<file path="src/rtl/wb_select_stage.sv">
// wb_select_stage: the registered write-back selector that sits between the MEM stage
// and the register file.
//
// It picks one of NSRC result sources. The load source can pass through byte/half-word
// lane extraction with sign or zero extension. The result is held in the MEM/WB
// register, with flush > stall > load priority on each edge. wb_data also drives the
// forwarding network.
//
// Ports:
//   clk, rst_n         clock, asynchronous active-low reset
//   in_valid           MEM stage holds a valid instruction
//   stall, flush       hold / bubble the WB register
//   src_bus            NSRC packed sources, source i at [i*WIDTH +: WIDTH]
//   sel                source index
//   ld_size            00 word, 01 half, 10 byte, 11 reserved (treated as word, flags err)
//   ld_signed          1 = sign-extend, 0 = zero-extend
//   addr_lo            byte offset of the load address
//   rd, reg_write      destination register and its write request
//   out_valid          WB register holds a valid instruction
//   wb_we, wb_rd       register-file write enable / address (r0 never written)
//   wb_data            register-file write data and forwarding value
//   sel_err            error flag for the held instruction
//   err_sticky         set on any error, cleared only by reset
module wb_select_stage #(
    parameter int unsigned WIDTH    = 32,
    parameter int unsigned NSRC     = 4,
    parameter int unsigned SEL_W    = 2,
    parameter int unsigned LOAD_SEL = 0,
    parameter int unsigned LOAD_EXT = 1,
    parameter int unsigned RA_W     = 5
) (
    input  logic                  clk,
    input  logic                  rst_n,
    input  logic                  in_valid,
    input  logic                  stall,
    input  logic                  flush,
    input  logic [NSRC*WIDTH-1:0] src_bus,
    input  logic [SEL_W-1:0]      sel,
    input  logic [1:0]            ld_size,
    input  logic                  ld_signed,
    input  logic [1:0]            addr_lo,
    input  logic [RA_W-1:0]       rd,
    input  logic                  reg_write,
    output logic                  out_valid,
    output logic                  wb_we,
    output logic [RA_W-1:0]       wb_rd,
    output logic [WIDTH-1:0]      wb_data,
    output logic                  sel_err,
    output logic                  err_sticky
);

    logic [WIDTH-1:0] selected;
    logic [WIDTH-1:0] data_d;
    logic             err;
    logic [15:0]      half;
    logic [7:0]       byte_v;

    logic             valid_q, we_q, sel_err_q, sticky_q;
    logic [RA_W-1:0]  rd_q;
    logic [WIDTH-1:0] data_q;

    // Source mux. Any index with no matching source falls through with err set.
    always_comb begin
        selected = '0;
        err      = 1'b1;
        for (int unsigned i = 0; i < NSRC; i++) begin
            if (32'(sel) == i) begin
                selected = src_bus[i*WIDTH +: WIDTH];
                err      = 1'b0;
            end
        end
    end

    // Lane extraction. Offsets use constant slices, so no variable part-selects.
    always_comb begin
        half   = addr_lo[1] ? selected[31:16] : selected[15:0];
        byte_v = selected[7:0];
        unique case (addr_lo)
            2'd0: byte_v = selected[7:0];
            2'd1: byte_v = selected[15:8];
            2'd2: byte_v = selected[23:16];
            2'd3: byte_v = selected[31:24];
            default: byte_v = selected[7:0];
        endcase
    end

    logic load_err;

    always_comb begin
        data_d   = selected;
        load_err = 1'b0;
        if (LOAD_EXT != 0 && 32'(sel) == LOAD_SEL) begin
            unique case (ld_size)
                2'b00: load_err = (addr_lo != 2'b00);
                2'b01: begin
                    data_d   = {{(WIDTH-16){ld_signed & half[15]}}, half};
                    load_err = addr_lo[0];
                end
                2'b10: data_d = {{(WIDTH-8){ld_signed & byte_v[7]}}, byte_v};
                2'b11: load_err = 1'b1;
                default: load_err = 1'b1;
            endcase
        end
    end

    always_ff @(posedge clk or negedge rst_n) begin
        if (!rst_n) begin
            valid_q   <= 1'b0;
            we_q      <= 1'b0;
            rd_q      <= '0;
            data_q    <= '0;
            sel_err_q <= 1'b0;
            sticky_q  <= 1'b0;
        end else if (flush) begin
            valid_q   <= 1'b0;
            we_q      <= 1'b0;
            rd_q      <= '0;
            data_q    <= '0;
            sel_err_q <= 1'b0;
        end else if (!stall) begin
            valid_q   <= in_valid;
            we_q      <= in_valid & reg_write & (rd != '0);
            rd_q      <= rd;
            data_q    <= data_d;
            sel_err_q <= in_valid & (err | load_err);
            if (in_valid & (err | load_err)) begin
                sticky_q <= 1'b1;
            end
        end
    end

    assign out_valid  = valid_q;
    assign wb_we      = we_q;
    assign wb_rd      = rd_q;
    assign wb_data    = data_q;
    assign sel_err    = sel_err_q;
    assign err_sticky = sticky_q;

endmodule

</file>
<file path="config.mk">
export PLATFORM = sky130hd
export DESIGN_NAME = wb_select_stage
export DESIGN_NICKNAME = d
export VERILOG_FILES = /design/src/rtl/wb_select_stage.sv
export SDC_FILE = /design/constraint.sdc
export NUM_CORES = 1
export LEC_CHECK = 0
export CORE_MARGIN = 1.5
export CORE_UTILIZATION = 37
export DETAILED_ROUTE_END_ITERATION = 8
export PLACE_DENSITY = 0.78
export SYNTH_ARGS = -nofsm -noshare
export SYNTH_HDL_FRONTEND = slang
export SYNTH_SLANG_ARGS = --single-unit
</file>
<file path="constraint.sdc">
create_clock -name clk -period 0.81 [get_ports clk]
set_clock_uncertainty 0.05 [all_clocks]
set_input_delay 0.081 -clock clk [delete_from_list [all_inputs] [get_ports clk]]
set_output_delay 0.081 -clock clk [all_outputs]
set_load 0.1 [all_outputs]
</file>
==> images/metal_stack.png <==
Two of the layers only.
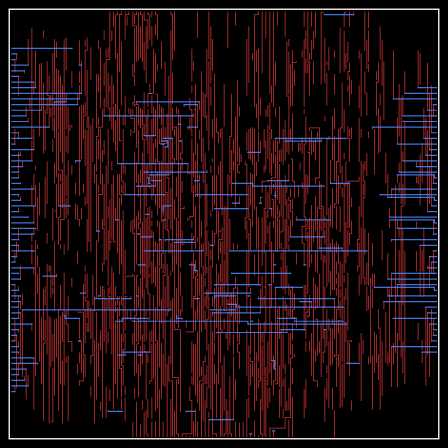
| layer | color | wire length |
|---|---|---|
| met3 | blue | 1,150 um |
| met2 | red | 8,680 um |
Vias: 4,589
WL/cell: 20.2 um
WL final: 16.3 mm
All-Layer GR Usage: 30.2%

==> images/wire_density.png <==
The die is cut into 21 by 21 equal tiles; dark purple is low, yellow is high, scaled to the fullest tile. Values are wire area over tile area, all layers added.
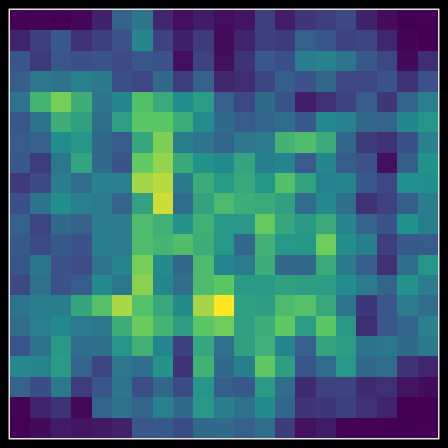
nearly empty tiles: 3.9%
densest ninth of the die: center
mean over tiles: 0.25
tiles over half the peak: 26%
fullest tile: 0.67

==> images/density.png <==
Scale bar: 20 um. The die is cut into 10 by 10 equal tiles; dark purple is low, yellow is high, 0 to 100% covered.
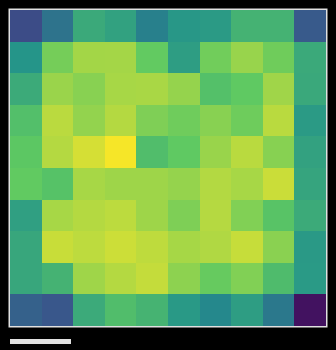
tiles over 75% full: 58%
mean over tiles: 72%
fullest tile: 99%
Core ar.: 0.00977 mm^2
Finished Core Util: 80.9%

==> images/final_clocks.png <==
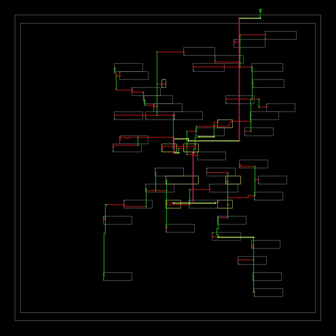
clock sink count: 41
Clk Latency, worst-skew pair: 290 ps
clk pwr: 1.77 mW
CTS Buf Count: 5
seq_cells: 41

==> images/registers.png <==
Scale bar: 20 um.
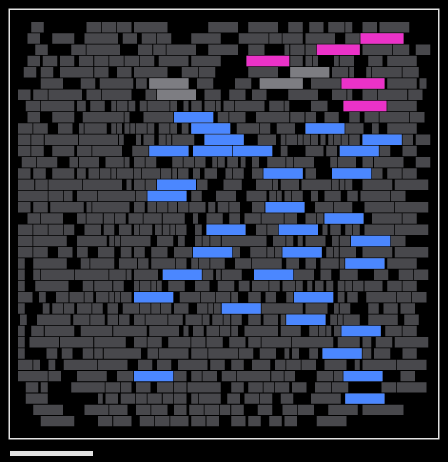
| name in the netlist | color | flops |
|---|---|---|
| `wb_data` | blue | 32 |
| `wb_rd` | magenta | 5 |
not colored: 4
Storage cell area: 0.00109 mm^2
register share of the cell area: 13.8%
sequential power: 2.38 mW

==> changes_impl.md <==
### Changed

- CTS max path bufs: 2
- Critical Path, Cell by Cell: buf_12 -> mux4_2 -> buf_4 -> mux2i_1 -> nor2_1 -> nor3_4 -> buf_12 -> a2111oi_4
- Die X: between 100 and 150 um
- Post-Synth AOI/OAI Area: between 20% and 30%
- Clock-cell share of area: under 10%
- Worst Path Max Fanout: 16
- Final setup margin: -739 ps
- Post-synth top cells: 53 x a21oi_1, 41 x dfrtp_1, 33 x nand2_1
- Syn avg cell area: between 9 and 10 um^2
- Finished Layout Cells: around 800
- Gr ovfl total: 0
- Crit end category: register
- Cts hold-fix bufs: 4
- Crit path launch: sel[0]
- Clock Root Buffer: clkbuf_8
- Crit Path Category: input port to register
- Startpoint types: input port
- Largest net degree at the start of global routing: ~42
- Violated checks: setup timing
- Post-synth EDFFs: 0
- Crit path time final: about 1500 ps
- Seq cells post-synth: between 40 and 50
- Setup violators final: between 80 and 90
- Worst EP required: between 900 and 1000 ps
- Slew Viols, Final: 0
- Slew @ Worst Pin: about 490 ps
- Outcome: complete, but fails checks
- Mi-comb count: 292
## tightest hold or removal path: cells and delay by family
family | cells | cell delay (ps)
mux | 1 | 70
simple gates | 1 | 80
buf+inv | 1 | 200
## cell usage in the layout (no fill, tap or decap), drive strengths merged, types with 2 or more instances in the layout
| cell | Yosys | final |
|---|---|---|
| nand2b | 2 | 2 |
| nor3 | 4 | 4 |
| clkdlybuf4s50 | 0 | 75 |
| nand2 | 33 | 33 |
| a21o | 5 | 5 |
| dlygate4sd2 | 0 | 41 |
| and2 | 2 | 2 |
| dlygate4sd3 | 0 | 4 |
| o21bai | 7 | 7 |
| inv | 6 | 6 |
| ha | 5 | 5 |
| dlymetal6s2s | 0 | 4 |
| a22oi | 4 | 4 |
| clkbuf | 22 | 9 |
| dfrtp | 41 | 41 |
| a211o | 4 | 4 |
| a21boi | 4 | 4 |
| a2111oi | 6 | 6 |
| o22ai | 3 | 3 |
| buf | 13 | 201 |
| o211a | 3 | 3 |
| a211oi | 17 | 17 |
| or2 | 2 | 2 |
| mux4 | 32 | 32 |
| mux2 | 10 | 10 |
| a21oi | 54 | 54 |
| nor2b | 11 | 11 |
| a221oi | 12 | 12 |
| o21ai | 8 | 8 |
| nand3 | 2 | 2 |
| nor2 | 23 | 23 |
| mux2i | 32 | 32 |
## layer usage
| layer | share of wire, % | up-vias |
|---|---|---|
| met5 | 0 | - |
| met4 | 3.1 | 0 |
| met3 | 7.0 | 54 |
| met2 | 53 | 263 |
| met1 | 37 | 2222 |
| li1 | - | 2050 |
## power by group
part           switching, mW  total (mW)  leakage [nW]  internal, mW
sequential             0.152        2.38         0.486          2.23
clock                  0.762        1.77        0.0585          1.01
combinational           2.79        5.45          2.87          2.66
total                   3.70        9.60          3.41          5.90
Power figures rest on the tool's default switching activity, not on a simulated workload.
